Design sd_cic_decimator_flat, sky130hd; sources not shown.
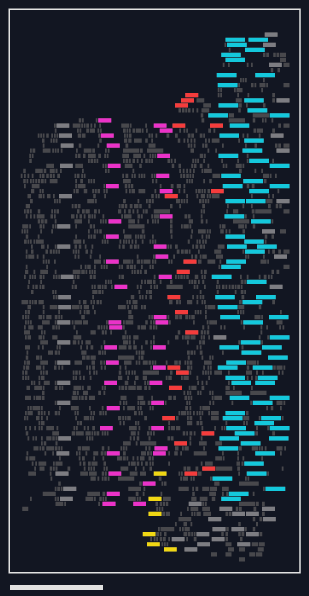
run_1/ff_map.png
Scale bar: 50 µm. Other sequential cells in the stronger gray, the rest of the logic in the fainter gray.
legend:
  u_core/r_cnt:
    color: yellow
    flops: 6
    where: bottom middle
  u_core/g_int.g_chain.u_int/o_acc:
    color: magenta
    flops: 40
  u_core/r_d:
    color: cyan
    flops: 80
    where: a vertical strip on the right
  u_core/r_x:
    color: red
    flops: 20
sequential power: 2.31 mW
fraction of area in registers: 0.331

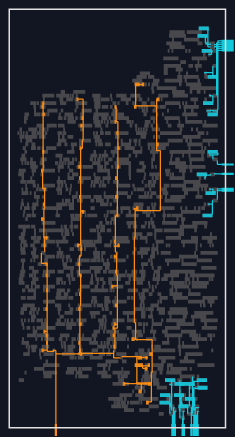
run_1/port_trees.png
legend:
  reset:
    color: orange
    bits: 1
    direction: input
    end_cells: 72
    wire: 1110 µm
  bus_out:
    color: cyan
    bits: 20
    direction: output
    end_cells: 20
    wire: 578 µm
Top Ports: 25
Buffers on Ports: 23

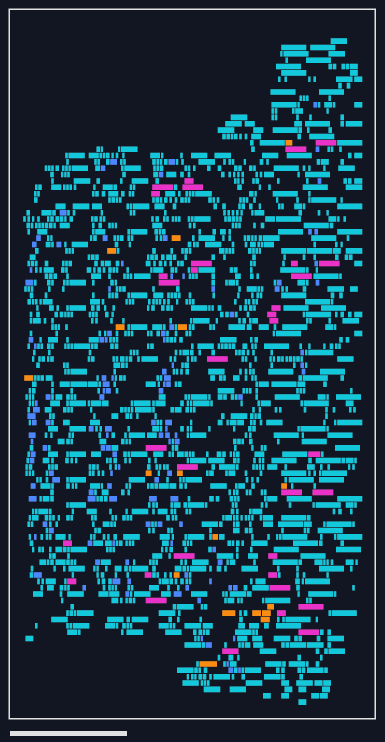
run_1/sizing.png
Scale bar: 50 µm.
legend:
  x3 and x4:
    color: orange
    cells: 17
  x2:
    color: blue
    cells: 121
  x1 and smaller:
    color: cyan
    cells: 1654
  x6 and larger:
    color: magenta
    cells: 34
Post-Layout Inst Area: 14100 µm²
Signal buffers: 75
area delta synth->final: 12.0%
setup ws final: 0.364 ns

==> results.cfg, run 1 <==
; implementation run metrics
[logic_synthesis]
synth_area_um2 = 12600
most_common_cell = nand2_1
ys_ff = 193
yosysTopAreaCell = edfxtp_1
ys_sh_adder = 0.0868
edf_count = 80
syn_inst = 1771
synth.area.top_cells = edfxtp_1 19%, dfxtp_1 18%, nand2_1 13%, ha_1 8.0%, nor2_1 7.7%
top_cell_area_share = 0.191
ys_cells = 1771
ys_seq_frac = 0.370
ys_async_sr_fraction = 0
mux_area_frac = 0
avgSynthCellArea_um2 = 7.12
common_cells = 446 x nand2_1, 259 x nor2_1, 217 x inv_1, 113 x dfxtp_1, 106 x nand3_1
yosys_area_um2 = 12600
xor_share = 0.0271
yosys.area_share.aoi = 0.111
yosysWarnings = 6
synthDistinctLibCells = 48
synth.net_count = 1860
ys_sh_simple = 0.309

[final_layout]
nMultiInputCombCells = 1278
layout_top_cells = 444 x nand2_1, 259 x nor2_1, 217 x inv_1, 113 x dfxtp_1, 106 x nand3_1
fin_util = 0.333
n_antenna_cell = 0
largest_class = logic gates
nClkBuffers = 17
fillerInstances = 4604
inv_count = 248
seq_area_um2 = 4660
nonClkBufAreaFrac = 0.0375
stdcell_count = 2371
area_share_clock_buf_inv = 0.0406
largest_register_ffs = 80
flop-count = 193
fin_nets = 1902
logic_area_um2 = 6730
drive_above_1_share = 0.0942
comb_share = 0.477
mostFrequentLayoutCell = nand2_1

[route]
num_vias = 11100
ant_nets = 0
post-route-drc-count = 4
viasPerCell = 4.69
highest_layer = met4
met2_length_mm = 24.6
drt_iter0_markers = 393
wl_mm = 39.9
drt-pass1-iter-count = 7
wl_met1_mm = 12.6
wl_per_cell_um = 16.8
wl_met3_um = 558

[pwr]
irDropWorstVdd_uv = 228
p_sw_mw = 1.63
clk-power_mw = 1.80
p_seq_frac = 0.451
power-top-group = registers
power_mw = 5.13
power_frac_clock = 0.350
p_comb_mw = 1.02
power.leakage_nw = 6.80
pwr-share-comb = 0.199
powerDensity_nw_per_um2 = 364
power.internal_mw = 3.51
p_sw_frac = 0.317

[clock_network]
clockRootBuffer = clkbuf_16
cts.path.max_buffers = 2
cts_sinks = 193
clkTransAtPathRegs_ns = 0.07
htreeDepth = 4
cts_hold_buf = 0
cts_resized = 3
cts_tree = done
numCtsBuffers = 17
post_cts_buffers = 0
clkLatencyLatePin_ns = 0.46

[grt]
gr-total-overflow = 0
grtUsageMet2 = 0.380
use_met3 = 0.0154
globalRouteMet1Util = 0.141
top_usage_layer = met2
grt_pass1_vias = 11700
antenna_found_initial = 0
grt_max_degree = 21
track_usage = 0.173
grt_pass1_wl_mm = 62.1

[placed_design]
placed_area_um2 = 13500
post-dp-hpwl_mm = 33.0
dp.cells = 2340

[floorplanning]
num_rows = 107
fp_util = 0.297
tap-cell-count = 545
die_x_um = 156
die_height_um = 303
fp.dieArea_um2 = 47300

[flow_run]
cap_viol_max_count = 0
warning_count = 29

[setup_path]
cpPeakStageDelay_ns = 0.83
crit_type = in2reg
crit_path_end_kind = register
rrSetupSlack_ns = 0.46
worstPathCellList = clkdlybuf4s50_1 > and3_2 > nand4_4 > inv_2 > nor3_4 > nand2_4 > buf_6 > nand2_1
cp_max_fo = 20
rr_worst_depth = 18
cp_slowest_cell = clkdlybuf4s50_1
critical_path_required_ns = 3.90
cp.arrival_ns = 3.54
crit_buf_inv = 3
cpLargestDelayFamily = simple AND/OR/NAND/NOR gates

[final_timing]
maxSlewViolCount = 0
fin_crit_ns = 3.46
holdWs_ns = 0.441
tightest_slew_ns = 1.07
worst_clock_skew_ns = 0.0145
hold_viol = 0
slew_headroom = 0.283
fin_crit_sh = 0.905
fin_setup_tns_ns = 0
fmax_mhz = 289
rsz0062_at_grt = false
setup-violations-final = 0

[run_status]
violations = design-rule violations
status = finished, violations left

[worst_hold_path]
hold_class = in2reg
min_path_cells = 2
run_1/clock_nets.png
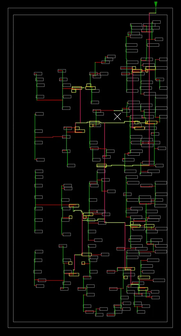

==> run 1 -> run 2 <==
--- a/config.mk
+++ b/config.mk
@@ -11,6 +11,7 @@
 export DIE_AREA = 0 0 156 303
 export GPL_TIMING_DRIVEN = 0
 export PLACE_DENSITY_LB_ADDON = 0.1
+export RECOVER_POWER = 25
 export SLEW_MARGIN = 20
 export SYNTH_ARGS = -nofsm -noshare
 export SYNTH_HDL_FRONTEND = slang
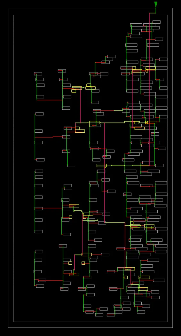
run_2/clock_nets.png
clock sink count: 193
Clk. pwr: 1.80 mW

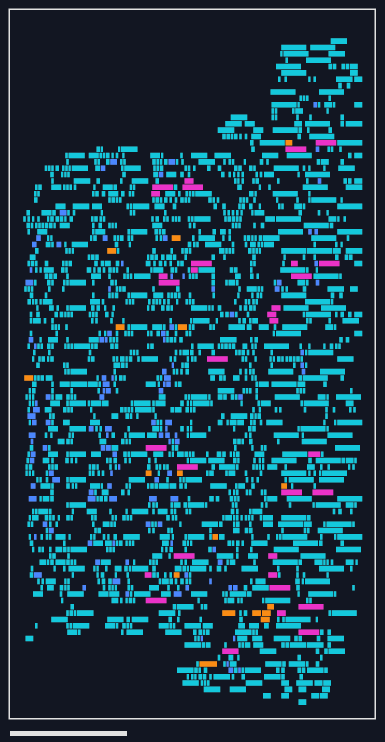
run_2/sizing.png
Scale bar: 50 µm.
legend:
  x2:
    color: blue
    cells: 117
  x1 and smaller:
    color: cyan
    cells: 1660
  x6 and larger:
    color: magenta
    cells: 32
  x3 and x4:
    color: orange
    cells: 17
setup ws final: 0.389 ns
Post-Layout Inst Area: 14100 µm²
area delta synth->final: 11.8%

==> results.cfg, run 2 <==
; implementation run metrics
[run_status]
status = completed

[placed_design]
post-dp-hpwl_mm = 33.0
portBuffers = 23
dp.cells = 2340

[final_timing]
holdWs_ns = 0.471
tightest_slew_ns = 1.07
maxSlewViolCount = 0
hold_viol = 0
fin_setup_tns_ns = 0
fin_crit_sh = 0.898
slew_headroom = 0.283

[final_layout]
nonClkBufAreaFrac = 0.0362
stdcell_count = 2371
fin_nets = 1902
layout_top_cells = 444 x nand2_1, 259 x nor2_1, 217 x inv_1, 113 x dfxtp_1, 106 x nand3_1
mostFrequentLayoutCell = nand2_1
drive_above_1_share = 0.0909
seq_share = 0.331
largest_class = logic gates
inv_count = 248
fillerInstances = 4608
area_share_clock_buf_inv = 0.0407
fin_util = 0.332
nMultiInputCombCells = 1278
nonClockBufferCount = 75
comb_share = 0.478
largest_register_ffs = 80
nClkBuffers = 17
logic_area_um2 = 6730
seq_area_um2 = 4660

[grt]
grt_pass1_vias = 11700
globalRouteMet1Util = 0.141
top_usage_layer = met2
grt_max_degree = 21
grt_pass1_wl_mm = 62.1
grtUsageMet2 = 0.380
gr-total-overflow = 0
use_met3 = 0.0154

[route]
wl_met3_um = 578
drt_iter0_markers = 398
highest_layer = met4
drt-pass1-iter-count = 5
met2_length_mm = 24.5
num_vias = 11100
wl_mm = 39.9
viasPerCell = 4.68

[clock_network]
htreeDepth = 4
numCtsBuffers = 17
clockRootBuffer = clkbuf_16
post_cts_buffers = 0
cts.path.max_buffers = 2
cts_resized = 3

[logic_synthesis]
yosysWarnings = 6
ys_ff = 193
common_cells = 446 x nand2_1, 259 x nor2_1, 217 x inv_1, 113 x dfxtp_1, 106 x nand3_1
edf_count = 80
yosys.area_share.aoi = 0.111
top_cell_area_share = 0.191
ys_seq_frac = 0.370
synthDistinctLibCells = 48
synth.net_count = 1860
ys_sh_simple = 0.309
synth_area_um2 = 12600
yosysTopAreaCell = edfxtp_1
ys_sh_adder = 0.0868
ys_async_sr_fraction = 0

[floorplanning]
num_rows = 107
pin_count = 25
fp.dieArea_um2 = 47300
die_x_um = 156

[pwr]
p_comb_mw = 1.02
pwr-share-comb = 0.199
power.leakage_nw = 6.80
power_mw = 5.13
power-top-group = registers
p_sw_frac = 0.317
power_frac_clock = 0.350
p_sw_mw = 1.63

[setup_path]
cp_max_fo = 20
cp.arrival_ns = 3.51
cp_slowest_cell = clkdlybuf4s50_1
rr_worst_depth = 18
crit_buf_inv = 4
cpPeakStageDelay_ns = 0.98
rrSetupSlack_ns = 0.46
cpLargestDelayFamily = simple AND/OR/NAND/NOR gates

[worst_hold_path]
hold_class = reg2reg

[flow_run]
cap_viol_max_count = 0
No activity file was given, so power comes from the tool's default toggle rates.
